## src/rtl/video_pattern_gen.sv

```systemverilog
`default_nettype none
// ============================================================================
// Module   : video_pattern_gen
// Purpose  : Parametrised raster timing generator (DE/HSYNC/VSYNC) with five
//            runtime-selectable 24-bit RGB test patterns, pixel coordinates,
//            a frame-start strobe and a free-running frame counter.
// Revision : 1.0 - initial parametrised release
// ============================================================================
module video_pattern_gen #(
  parameter int HSYNC      = 40,
  parameter int HBACK      = 220,
  parameter int HACTIVE    = 1280,
  parameter int HFRONT     = 110,
  parameter int VSYNC      = 5,
  parameter int VBACK      = 20,
  parameter int VACTIVE    = 720,
  parameter int VFRONT     = 5,
  parameter int HSYNC_POL  = 1,
  parameter int VSYNC_POL  = 1,
  parameter int NUM_BARS   = 7,
  parameter int GRID_PITCH = 32,
  parameter int BOX_SIZE   = 64
) (
  input  logic                       clock,
  input  logic                       reset,
  input  logic [2:0]                 mode_in,
  input  logic                       mode_valid,
  input  logic [23:0]                solid_color,
  output logic [23:0]                video_data,
  output logic                       video_de,
  output logic                       video_hsync,
  output logic                       video_vsync,
  output logic [$clog2(HACTIVE)-1:0] pixel_x,
  output logic [$clog2(VACTIVE)-1:0] pixel_y,
  output logic                       frame_start,
  output logic [15:0]                frame_count
);

  // --------------------------------------------------------------------------
  // Raster geometry
  // --------------------------------------------------------------------------
  localparam int HTOTAL = HSYNC + HBACK + HACTIVE + HFRONT;
  localparam int VTOTAL = VSYNC + VBACK + VACTIVE + VFRONT;
  localparam int HCW    = $clog2(HTOTAL);
  localparam int VCW    = $clog2(VTOTAL);
  localparam int XW     = $clog2(HACTIVE);
  localparam int YW     = $clog2(VACTIVE);

  // All counter comparisons are done on 32-bit zero-extended copies so the
  // constants never need to be squeezed into the narrow counter widths.
  localparam logic [31:0] H_SYNC_END = HSYNC;
  localparam logic [31:0] H_ACT_BEG  = HSYNC + HBACK;
  localparam logic [31:0] H_ACT_END  = HSYNC + HBACK + HACTIVE;
  localparam logic [31:0] H_LAST     = HTOTAL - 1;
  localparam logic [31:0] V_SYNC_END = VSYNC;
  localparam logic [31:0] V_ACT_BEG  = VSYNC + VBACK;
  localparam logic [31:0] V_ACT_END  = VSYNC + VBACK + VACTIVE;
  localparam logic [31:0] V_LAST     = VTOTAL - 1;

  // Pattern constants
  localparam logic [31:0] NB       = NUM_BARS;
  localparam logic [31:0] HA       = HACTIVE;
  localparam logic [31:0] VA       = VACTIVE;
  localparam logic [31:0] GP_MASK  = GRID_PITCH - 1;
  localparam logic [31:0] BOX      = BOX_SIZE;
  localparam logic [31:0] BX_MAX   = HACTIVE - BOX_SIZE;
  localparam logic [31:0] BY_MAX   = VACTIVE - BOX_SIZE;

  localparam logic HPOL = (HSYNC_POL != 0);
  localparam logic VPOL = (VSYNC_POL != 0);

  // Pattern selector encoding
  localparam logic [2:0] MODE_BARS  = 3'd0;
  localparam logic [2:0] MODE_GRID  = 3'd1;
  localparam logic [2:0] MODE_GRAD  = 3'd2;
  localparam logic [2:0] MODE_SOLID = 3'd3;
  localparam logic [2:0] MODE_BOX   = 3'd4;

  localparam logic [23:0] WHITE = 24'hFFFFFF;
  localparam logic [23:0] BLACK = 24'h000000;
  localparam logic [23:0] GREEN = 24'h00FF00;
  localparam logic [23:0] NAVY  = 24'h000080;

  // --------------------------------------------------------------------------
  // State
  // --------------------------------------------------------------------------
  logic [HCW-1:0] h_cnt;
  logic [VCW-1:0] v_cnt;
  logic [2:0]     pending_mode;
  logic [2:0]     active_mode;
  logic [23:0]    solid_reg;
  logic [XW-1:0]  box_x;
  logic [YW-1:0]  box_y;
  logic           box_x_neg;
  logic           box_y_neg;

  // --------------------------------------------------------------------------
  // Combinational decode of the current counter state
  // --------------------------------------------------------------------------
  logic [31:0]    h_u;
  logic [31:0]    v_u;
  logic           origin;
  logic           hsync_act;
  logic           vsync_act;
  logic           de_c;
  logic [31:0]    x_full;
  logic [31:0]    y_full;
  logic [XW-1:0]  x_c;
  logic [YW-1:0]  y_c;

  // Timing decode: sync windows, active window and active-area coordinates.
  always_comb begin
    h_u       = 32'(h_cnt);
    v_u       = 32'(v_cnt);
    origin    = (h_u == 32'd0) && (v_u == 32'd0);
    hsync_act = (h_u < H_SYNC_END);
    vsync_act = (v_u < V_SYNC_END);
    de_c      = (h_u >= H_ACT_BEG) && (h_u < H_ACT_END) &&
                (v_u >= V_ACT_BEG) && (v_u < V_ACT_END);
    x_full    = h_u - H_ACT_BEG;
    y_full    = v_u - V_ACT_BEG;
    x_c       = de_c ? XW'(x_full) : '0;
    y_c       = de_c ? YW'(y_full) : '0;
  end

  // --------------------------------------------------------------------------
  // Pattern generation for the current pixel
  // --------------------------------------------------------------------------
  logic [31:0] x_u;
  logic [31:0] y_u;
  logic [31:0] bx_u;
  logic [31:0] by_u;
  logic [2:0]  bar_idx;
  logic [23:0] bar_color;
  logic [7:0]  grad;
  logic        grid_on;
  logic        box_on;
  logic [23:0] pattern;

  // Per-pattern terms; the bar index uses a full 32-bit product before the
  // divide so narrow x widths never overflow the scaling.
  always_comb begin
    x_u     = 32'(x_c);
    y_u     = 32'(y_c);
    bx_u    = 32'(box_x);
    by_u    = 32'(box_y);
    bar_idx = 3'((x_u * NB) / HA);
    grad    = 8'((x_u * 32'd256) / HA);
    grid_on = ((x_u & GP_MASK) == 32'd0) || ((y_u & GP_MASK) == 32'd0) ||
              (x_u == HA - 32'd1) || (y_u == VA - 32'd1);
    box_on  = (x_u >= bx_u) && (x_u < bx_u + BOX) &&
              (y_u >= by_u) && (y_u < by_u + BOX);
  end

  // Colour-bar lookup table, indexed modulo 8.
  always_comb begin
    bar_color = BLACK;
    case (bar_idx)
      3'd0:    bar_color = 24'hFFFFFF;
      3'd1:    bar_color = 24'hFFFF00;
      3'd2:    bar_color = 24'h00FFFF;
      3'd3:    bar_color = 24'h00FF00;
      3'd4:    bar_color = 24'hFF00FF;
      3'd5:    bar_color = 24'hFF0000;
      3'd6:    bar_color = 24'h0000FF;
      default: bar_color = 24'h000000;
    endcase
  end

  // Pattern mux driven by the frame-stable active mode.
  always_comb begin
    pattern = BLACK;
    case (active_mode)
      MODE_BARS:  pattern = bar_color;
      MODE_GRID:  pattern = grid_on ? WHITE : BLACK;
      MODE_GRAD:  pattern = {grad, grad, grad};
      MODE_SOLID: pattern = solid_reg;
      MODE_BOX:   pattern = box_on ? GREEN : NAVY;
      default:    pattern = BLACK;
    endcase
  end

  // --------------------------------------------------------------------------
  // Sequential logic
  // --------------------------------------------------------------------------

  // Horizontal/vertical raster counters; vertical advances on horizontal wrap.
  always_ff @(posedge clock) begin
    if (reset) begin
      h_cnt <= '0;
      v_cnt <= '0;
    end else if (h_u == H_LAST) begin
      h_cnt <= '0;
      if (v_u == V_LAST) begin
        v_cnt <= '0;
      end else begin
        v_cnt <= v_cnt + 1'b1;
      end
    end else begin
      h_cnt <= h_cnt + 1'b1;
    end
  end

  // Mode request capture; the pending value only becomes active at the origin
  // so a frame is never split between two patterns.
  always_ff @(posedge clock) begin
    if (reset) begin
      pending_mode <= MODE_BARS;
      active_mode  <= MODE_BARS;
      solid_reg    <= '0;
    end else begin
      if (mode_valid) begin
        pending_mode <= mode_in;
      end
      if (origin) begin
        // A request arriving on the origin cycle applies immediately.
        active_mode <= mode_valid ? mode_in : pending_mode;
        solid_reg   <= solid_color;
      end
    end
  end

  // Bouncing-box position, stepped once per frame on each axis independently.
  always_ff @(posedge clock) begin
    if (reset) begin
      box_x     <= '0;
      box_y     <= '0;
      box_x_neg <= 1'b0;
      box_y_neg <= 1'b0;
    end else if (origin) begin
      if (!box_x_neg) begin
        if (bx_u == BX_MAX) begin
          box_x_neg <= 1'b1;
          box_x     <= box_x - 1'b1;
        end else begin
          box_x     <= box_x + 1'b1;
        end
      end else begin
        if (bx_u == 32'd0) begin
          box_x_neg <= 1'b0;
          box_x     <= box_x + 1'b1;
        end else begin
          box_x     <= box_x - 1'b1;
        end
      end
      if (!box_y_neg) begin
        if (by_u == BY_MAX) begin
          box_y_neg <= 1'b1;
          box_y     <= box_y - 1'b1;
        end else begin
          box_y     <= box_y + 1'b1;
        end
      end else begin
        if (by_u == 32'd0) begin
          box_y_neg <= 1'b0;
          box_y     <= box_y + 1'b1;
        end else begin
          box_y     <= box_y - 1'b1;
        end
      end
    end
  end

  // Registered video outputs, one clock behind the counter state.
  always_ff @(posedge clock) begin
    if (reset) begin
      video_de    <= 1'b0;
      video_data  <= '0;
      video_hsync <= ~HPOL;
      video_vsync <= ~VPOL;
      pixel_x     <= '0;
      pixel_y     <= '0;
    end else begin
      video_de    <= de_c;
      video_data  <= de_c ? pattern : BLACK;
      video_hsync <= ~(hsync_act ^ HPOL);
      video_vsync <= ~(vsync_act ^ VPOL);
      pixel_x     <= x_c;
      pixel_y     <= y_c;
    end
  end

  // Frame strobe and wrapping frame counter, both triggered by the origin.
  always_ff @(posedge clock) begin
    if (reset) begin
      frame_start <= 1'b0;
      frame_count <= '0;
    end else begin
      frame_start <= origin;
      if (origin) begin
        frame_count <= frame_count + 16'd1;
      end
    end
  end

endmodule
`default_nettype wire

```

## config.mk

```make
export PLATFORM = sky130hd
export DESIGN_NAME = video_pattern_gen
export DESIGN_NICKNAME = d
export VERILOG_FILES = /design/src/rtl/video_pattern_gen.sv
export SDC_FILE = /design/constraint.sdc
export NUM_CORES = 1
export LEC_CHECK = 0
export CORE_AREA = 2 2 111 194
export CTS_BUF_LIST = sky130_fd_sc_hd__clkbuf_4 sky130_fd_sc_hd__clkbuf_8
export CTS_CLUSTER_DIAMETER = 50
export DETAILED_ROUTE_END_ITERATION = 8
export DIE_AREA = 0 0 113 196
export PLACE_DENSITY = 0.79
export SLEW_MARGIN = 40
export SYNTH_ARGS = -nofsm -noshare
export SYNTH_HDL_FRONTEND = slang
export SYNTH_SLANG_ARGS = --single-unit
export TNS_END_PERCENT = 1
```

## constraint.sdc

```tcl
create_clock -name clock -period 10.1 [get_ports clock]
set_input_delay 2.02 -clock clock [delete_from_list [all_inputs] [get_ports clock]]
set_output_delay 2.02 -clock clock [all_outputs]
set_load 0.05 [all_outputs]
```

Fig. 1: run 1, cell classes on the final placement
(2 px per um)
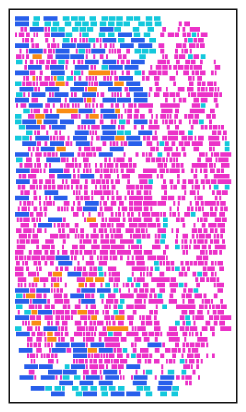
class	colour	cells	share of their area
registers	blue	139	21%
clock drivers and dummy loads	orange	32	3.1%
remaining logic cells	magenta	1336	66%
remaining buffers and delay cells	cyan	142	9.7%
Cell Rows: 70
area inside the core boundary: 0.0207 mm^2
sequential cell area share: 20.3%
final core area utilization: 66.2%
Final Cell Area: 0.0137 mm^2

Fig. 2: run 1, cell placement
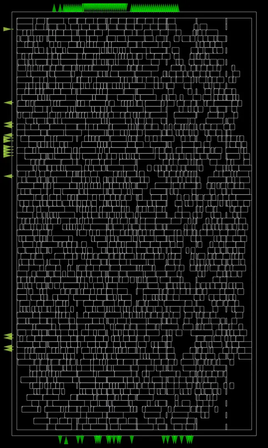
flip-flop and latch count: 139
count of non-filler cells in the finished layout: 1901
Tap Cells: 252

==> GITHUB_STEP_SUMMARY, run 1 <==
### Yosys + OpenROAD results

| Metric | Value |
|---|---|
| Routed via count divided by cell count | 6.34 |
| DP Area | 0.0131 mm^2 |
| Crit path time final | 9.57 ns |
| Cell count after synthesis | 1547 |
| Most common library cell in the layout ignoring fill and taps | nand2_1 |
| Path category of the worst min-delay check | flop to flop |
| Outcome | complete, no violations |
| Required time reported for the critical path endpoint | 10.46 ns |
| Post-DR wirelength/cell | 20.0 um |
| Total number of vias | 12000 |
| Die height | 196 um |
| Simple-Gate Area Share | 26.6% |
| Ys async rst share | 0% |
| DRC violation count after routing | 0 |
| Cell leakage power | 0.00546 uW |
| Final weighted congestion of routability-driven global placement | 1.05 |
| Largest net degree at the start of global routing | 79 |
| Root buffer cell | clkbuf_8 |
| I/O pins | 95 |
| Adder and majority gate portion of the synthesized area | 10.4% |
| Deepest level of the CTS H-tree | 4 |
| Dominant Register Cell | dfxtp_1 |
| WP buf/inv | 5 |
| Cts-stage hold buffer count | 0 |
| CTS tree | yes |
| Sequential element share of the synthesized area | 23.5% |
| Count of final max-slew check failures | 0 |
| Inserted Diodes | 0 |
| Critical path arrival | 9.94 ns |
| Number of enable-type register cells in the synthesized netlist | 0 |
| Worst voltage drop across the vdd grid | 0.000129 V |
Fig. 3: run 1, clock distribution
(2 px per um)
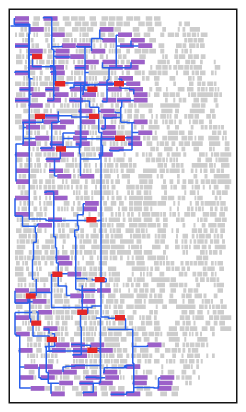
[clock wires] blue | length: 1830 um
[clock-net drivers] red | count: 17
[flip-flops] purple | count: 139
routed clock nets	18
Clock group: 490 uW
final clock skew: 0.0129 ns
Late-Pin Clk Latency: 0.48 ns
part of the total power dissipated in the clock network: 38.3%

==> run 1: area by class of cell <==
class / instances / area [um^2]
multi-input cells: 1272 / 8620
clock inverters: 15 / 186
fillers: 1822 / 6990
inverters: 64 / 243
well taps: 252 / 315
repair buffers: 142 / 1300
clock buffers: 17 / 234
flip-flops and latches: 139 / 2780
==> run 1: worst reg2reg max path: cells and delay by family, from the launching register on <==
kind | cells | cell delay, ns
multiplexers | 1 | 0.37
XOR/XNOR | 2 | 0.49
AND-OR/OR-AND | 15 | 4.06
adder cells (fa/ha/maj) | 1 | 0.22
AND/OR/NAND/NOR | 9 | 2.79
buffers and inverters | 5 | 1.14
flip-flops | 1 | 0.42
==> run 1: cell families (layout without fill, tap and decap cells) <==
group	Yosys count	count (layout)
mux	19	19
fa+ha+maj	93	93
xor+xnor	111	111
compound gates	414	414
simple gates	635	635
buf+inv	136	238
flops	139	139
==> run 1: report_power, final <==
| group | switching, uW | internal [uW] | total, uW |
|---|---|---|---|
| registers | 20.5 | 568 | 589 |
| clock network | 241 | 248 | 490 |
| logic | 126 | 75.4 | 201 |
==> run 1: stage by stage <==
| stage | total power, uW | worst slack [ns] | TNS, ns | util, % | hold WS, ns |
|---|---|---|---|---|---|
| after floorplan | 737 | 0.859 | 0 | - | 0.432 |
| after global routing | 1330 | -0.0888 | -0.208 | 66.2 | 0.471 |
| after detailed placement | 799 | 0.242 | 0 | 63.3 | 0.443 |
| final | 1280 | 0.526 | 0 | 66.2 | 0.455 |
| after CTS | 1280 | 0.150 | 0 | 65.3 | 0.455 |
| after global placement | 796 | 0.420 | 0 | 63.3 | 0.438 |
==> run 1: synth_stat cells, drive strengths merged (10+ instances only) <==
cell    instances  area, um^2
o31ai          12         119
and3           24         155
nor2b          16         100
nand2b         17         106
a21oi         128         671
o21ai          73         384
a31oi          44         288
o211ai         14         110
a211oi         18         158
nand2         183         689
xnor2          77         697
and2           13        83.8
ha             83        1040
mux2i          16         193
dfxtp         139        2780
nand3          58         308
clkbuf         50         188
inv            63         239
or2            14        87.6
nor2          166         626
nor4           17         143
or3            27         169
buf            22         135
o21a           10        75.1
nand4          30         206
a21o           10        75.1
nor3           42         220
xor2           34         298
==> run 1: path summary, 6_finish.rpt <==
kind | cells past startpoint | slack, ns | endpoint | from
setup / recovery | 33 | 0.53 | video_data[0] | h_cnt[6]
hold / removal | 2 | 0.45 | solid_reg[6] | solid_reg[6]
hold reg to reg | 2 | 0.45 | solid_reg[6] | solid_reg[6]
setup reg to reg | 33 | 0.53 | video_data[0] | h_cnt[6]
==> run 1: repair_timing <==
action                                  in CTS  in global routing
buffers inserted                             0                  4
gates resized                                0                 25
endpoints found under the setup margin       0                  6
==> run 1: layer usage <==
metal / GRT usage (%) / share of wire [%] / wire length [um]
met2: 62.0 / 52 / 19900
met4: 24.9 / 8.1 / 3060
met3: 5.04 / 4.6 / 1750
met5: 0 / 0 / 0
met1: 34.5 / 35 / 13300
==> run 1 -> run 2 <==
--- a/config.mk
+++ b/config.mk
@@ -5,6 +5,7 @@
 export SDC_FILE = /design/constraint.sdc
 export NUM_CORES = 1
 export LEC_CHECK = 0
+export ABC_CLOCK_PERIOD_IN_PS = 10100
 export CORE_AREA = 2 2 111 194
 export CTS_BUF_LIST = sky130_fd_sc_hd__clkbuf_4 sky130_fd_sc_hd__clkbuf_8
 export CTS_CLUSTER_DIAMETER = 50
Fig. 4: run 2, sequential cells coloured by netlist name
(2 px per um)
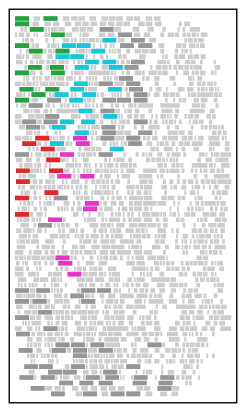
name in the netlist	colour	sequential cells
`box_y`	red	10
`box_x`	magenta	11
`solid_reg`	cyan	24
`frame_count`	green	16
Flop+latch power: 589 uW
Register Area: 0.00278 mm^2

==> GITHUB_STEP_SUMMARY, run 2 <==
### Yosys + OpenROAD results

| Metric | Value |
|---|---|
| Outcome | complete, no violations (unchanged) |
| Path category of the worst min-delay check | flop to flop (unchanged) |
| Dominant Register Cell | dfxtp_1 (unchanged) |
| CTS tree | yes (unchanged) |
| Fin Hold WS | 0.455 ns (unchanged) |
| Synth top cells by count | 182 x nand2_1, 165 x nor2_1, 139 x dfxtp_1, 124 x a21oi_1, 83 x ha_1 (unchanged) |
| Share of total power in sequential cells | 46.0% (about the same) |
| Final Cell Area | 0.0137 mm^2 (unchanged) |
| Worst voltage drop across the vdd grid | 0.000129 V (unchanged) |
| Switching share of power | 30.3% (unchanged) |
| Cell leakage power | 0.00546 uW (unchanged) |
| Post-synthesis cell type with the largest combined area | dfxtp_1 (unchanged) |
| Area contributors post-synth | dfxtp_1 24%, ha_1 8.8%, nand2_1 5.8% (unchanged) |
| Worst hold path endpoint | solid_reg[6] (unchanged) |
| Count of final max-slew check failures | 0 (unchanged) |
| Top area contributor share | 23.5% (unchanged) |
| Switching Power | 387 uW (unchanged) |
| Wire length on met2 | 19900 um (unchanged) |
| Met3 Routed Length | 1750 um (unchanged) |
| Deepest level of the CTS H-tree | 4 (unchanged) |
| Multi-input gate area | 0.00862 mm^2 (unchanged) |
| Capture point of the worst reg-to-reg path | video_data[0] (unchanged) |
| Number of fill cells | 1822 (unchanged) |
| Internal power | 892 uW (unchanged) |
| Cell count after synthesis | 1547 (unchanged) |
Fig. 5: run 2, nets reached from selected ports
(3 px per um)
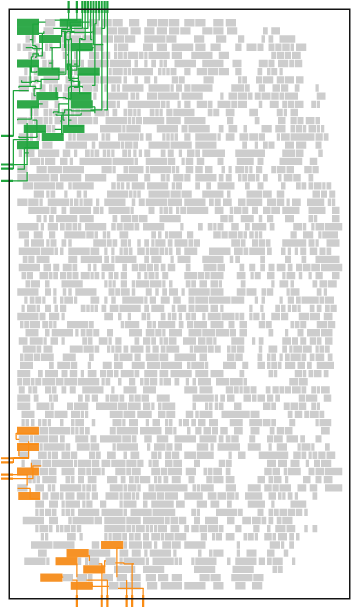
port	colour	bits	direction	end cells	buffers	wire
`pixel_y`	orange	10	output	10	10	171 um
`frame_count`	green	16	output	16	16	634 um
count of port buffers added during placement: 94
I/O pins: 95

==> run 2: cell counts after synthesis <==
Identical to the previous run, type by type.
==> run 2: final cells by class <==
cell class / count / area share (%)
clock inverter: 15 / 1.36
tap: 252 / 2.31
inverter: 64 / 1.77
clock buffer: 17 / 1.71
timing repair buffer: 142 / 9.48
multi-input combinational: 1272 / 63.0
sequential: 139 / 20.3
==> run 2: routing by layer <==
layer | vias up | track usage (%)
li1 | 5754 | -
met2 | 448 | 62.0
met4 | 0 | 24.9
met5 | - | 0
met3 | 196 | 5.04
met1 | 5649 | 34.5
==> run 2: what timing repair did <==
action,4_1_cts,5_1_grt
hold buffers,0,0
gates resized,0,25
buffers inserted,0,4
endpoints found under the setup margin,0,6
==> run 2: metrics by stage <==
stage	total power [uW]	setup slack (ns)	cells	util [%]
floorplan	737	0.859	1547	-
global placement	796	0.420	1865	63.3
detailed placement	799	0.242	1865	63.3
CTS	1280	0.150	1897	65.3
global route	1330	-0.0888	1901	66.2
finish	1280	0.526	1901	66.2
==> run 2: worst max-delay path: cells and delay by family (launching register included) <==
kind                     cells  cell delay, ns
AND-OR/OR-AND               15            4.03
XOR/XNOR                     2            0.48
buffers and inverters        5            1.13
adder cells (fa/ha/maj)      1            0.22
flip-flops                   1            0.42
AND/OR/NAND/NOR              9            2.79
multiplexers                 1            0.37
==> run 2: kinds of logic after synthesis <==
kind of cell / synth area share, %
AND/OR/NAND/NOR: 26.6
AND-OR/OR-AND: 24.3
flip-flops: 23.5
buffers and inverters: 4.78
XOR/XNOR: 8.42
adder cells (fa/ha/maj): 10.4
multiplexers: 1.95
==> run 2: worst max path at each step <==
| stage | startpoint | endpoint | cells after the start |
|---|---|---|---|
| 3_3_place_gp | h_cnt[6] | video_data[0] | 33 |
| 3_5_place_dp | h_cnt[6] | video_data[16] | 33 |
| 4_1_cts | v_cnt[0] | video_data[16] | 34 |
| 5_1_grt | v_cnt[0] | video_data[16] | 36 |
| 6_report | h_cnt[6] | video_data[0] | 33 |
| 2_1_floorplan | v_cnt[0] | video_data[0] | 38 |
==> run 2: power by group through the flow <==
stage	Combinational (uW)	Sequential, uW	Clock (uW)
finish	201	589	490
global route	223	592	518
CTS	199	588	494
detailed placement	198	601	0
global placement	196	600	0
floorplan	134	603	0
==> run 2 -> run 3 <==
--- a/config.mk
+++ b/config.mk
@@ -9,6 +9,7 @@
 export CORE_AREA = 2 2 111 194
 export CTS_BUF_LIST = sky130_fd_sc_hd__clkbuf_4 sky130_fd_sc_hd__clkbuf_8
 export CTS_CLUSTER_DIAMETER = 50
+export CTS_CLUSTER_SIZE = 8
 export DETAILED_ROUTE_END_ITERATION = 8
 export DIE_AREA = 0 0 113 196
 export PLACE_DENSITY = 0.79
Fig. 6: run 3, sequential cells coloured by netlist name
(2 px per um)
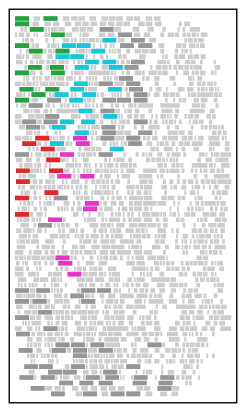
name in the netlist	colour	sequential cells
`box_y`	red	10
`frame_count`	green	16
`box_x`	magenta	11
`solid_reg`	cyan	24
not coloured	78

Fig. 7: run 3, cell classes on the final placement
(2 px per um)
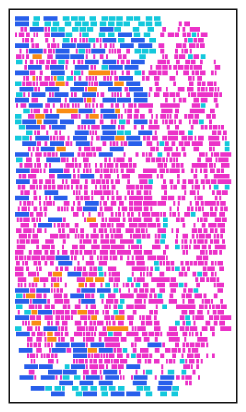

==> GITHUB_STEP_SUMMARY, run 3 <==
### Yosys + OpenROAD results

| Metric | Value |
|---|---|
| Outcome | complete, no violations (unchanged) |
| Post-synthesis cell type with the largest combined area | dfxtp_1 (unchanged) |
| Post-DR wirelength/cell | 20.0 um (unchanged) |
| Most common library cell in the layout ignoring fill and taps | nand2_1 (unchanged) |
| Synth top cells by count | 182 x nand2_1, 165 x nor2_1, 139 x dfxtp_1, 124 x a21oi_1, 83 x ha_1 (unchanged) |
| Fin Hold WS | 0.455 ns (unchanged) |
| Number of enable-type register cells in the synthesized netlist | 0 (unchanged) |
| Total number of vias | 12000 (unchanged) |
| Dominant Register Cell | dfxtp_1 (unchanged) |
| Launching point of the worst reg2reg path | h_cnt[6] (unchanged) |
| Deepest level of the CTS H-tree | 4 (unchanged) |
| CTS tree | yes (unchanged) |
| Root buffer cell | clkbuf_8 (unchanged) |
| Count of final max-slew check failures | 0 (unchanged) |
| Sequential element share of the synthesized area | 23.5% (unchanged) |
| DRC violation count after routing | 0 (unchanged) |
| Final weighted congestion of routability-driven global placement | 1.05 (unchanged) |
| Crit path time final | 9.57 ns (unchanged) |
| Yosys top cell by instances | nand2_1 (unchanged) |
| Path category of the worst min-delay check | flop to flop (unchanged) |
| Largest net degree at the start of global routing | 79 (unchanged) |
| Area inside the core boundary | 0.0207 mm^2 (unchanged) |
| Total Power | 1280 uW (unchanged) |
-- run 3: cell type report --
class | instances | area [um^2] | area share [%]
clock buffers | 17 | 234 | 1.71
clock inverters | 15 | 186 | 1.36
inverters | 64 | 243 | 1.77
multi-input cells | 1272 | 8620 | 63.0
flip-flops and latches | 139 | 2780 | 20.3
well taps | 252 | 315 | 2.31
repair buffers | 142 | 1300 | 9.48
-- run 3: repair_timing --
item	4_1_cts	5_1_grt
hold buffers	0	0
buffers inserted	0	4
setup endpoints to repair	0	6
gates resized	0	25
-- run 3: logic make-up (layout without fill, tap and decap cells) --
family	count (synthesis)	in the layout	share of synthesized area, %
simple gates	635	635	26.6
buf+inv	136	238	4.78
xor+xnor	111	111	8.42
compound gates	414	414	24.3
fa+ha+maj	93	93	10.4
mux	19	19	1.95
flops	139	139	23.5
-- run 3: worst max-delay path: cells and delay by family, from the launching register on --
kind                     cells  cell delay, ns
AND-OR/OR-AND               15            4.03
AND/OR/NAND/NOR              9            2.79
buffers and inverters        5            1.13
XOR/XNOR                     2            0.48
flip-flops                   1            0.42
multiplexers                 1            0.37
adder cells (fa/ha/maj)      1            0.22
-- run 3: through the flow --
step / setup WS (ns) / cells / area, um^2 / setup TNS, ns
4_1_cts: 0.150 / 1897 / 13500 / 0
5_1_grt: -0.0888 / 1901 / 13700 / -0.208
6_report: 0.526 / 1901 / 13700 / 0
3_5_place_dp: 0.242 / 1865 / 13100 / 0
3_3_place_gp: 0.420 / 1865 / 13100 / 0
2_1_floorplan: 0.859 / 1547 / 11800 / 0
-- run 3: per-layer routing --
metal	part of all wire (%)	vias up	GRT usage [%]
li1	-	5754	-
met1	35	5649	34.5
met2	52	448	62.0
met3	4.6	196	5.04
met4	8.1	0	24.9
met5	0	-	0
-- run 3: path summary, 6_finish.rpt --
path	to	slack, ns	depth (start not counted)
max	video_data[0]	0.53	33
min	solid_reg[6]	0.45	2
max reg2reg	video_data[0]	0.53	33
min reg2reg	solid_reg[6]	0.45	2
-- run 3: report_power, final --
group | total (uW) | switching [uW] | internal (uW)
Clock | 490 | 241 | 248
Sequential | 589 | 20.5 | 568
Combinational | 201 | 126 | 75.4
Total | 1280 | 387 | 892
Power is estimated from default activity; no workload was simulated.
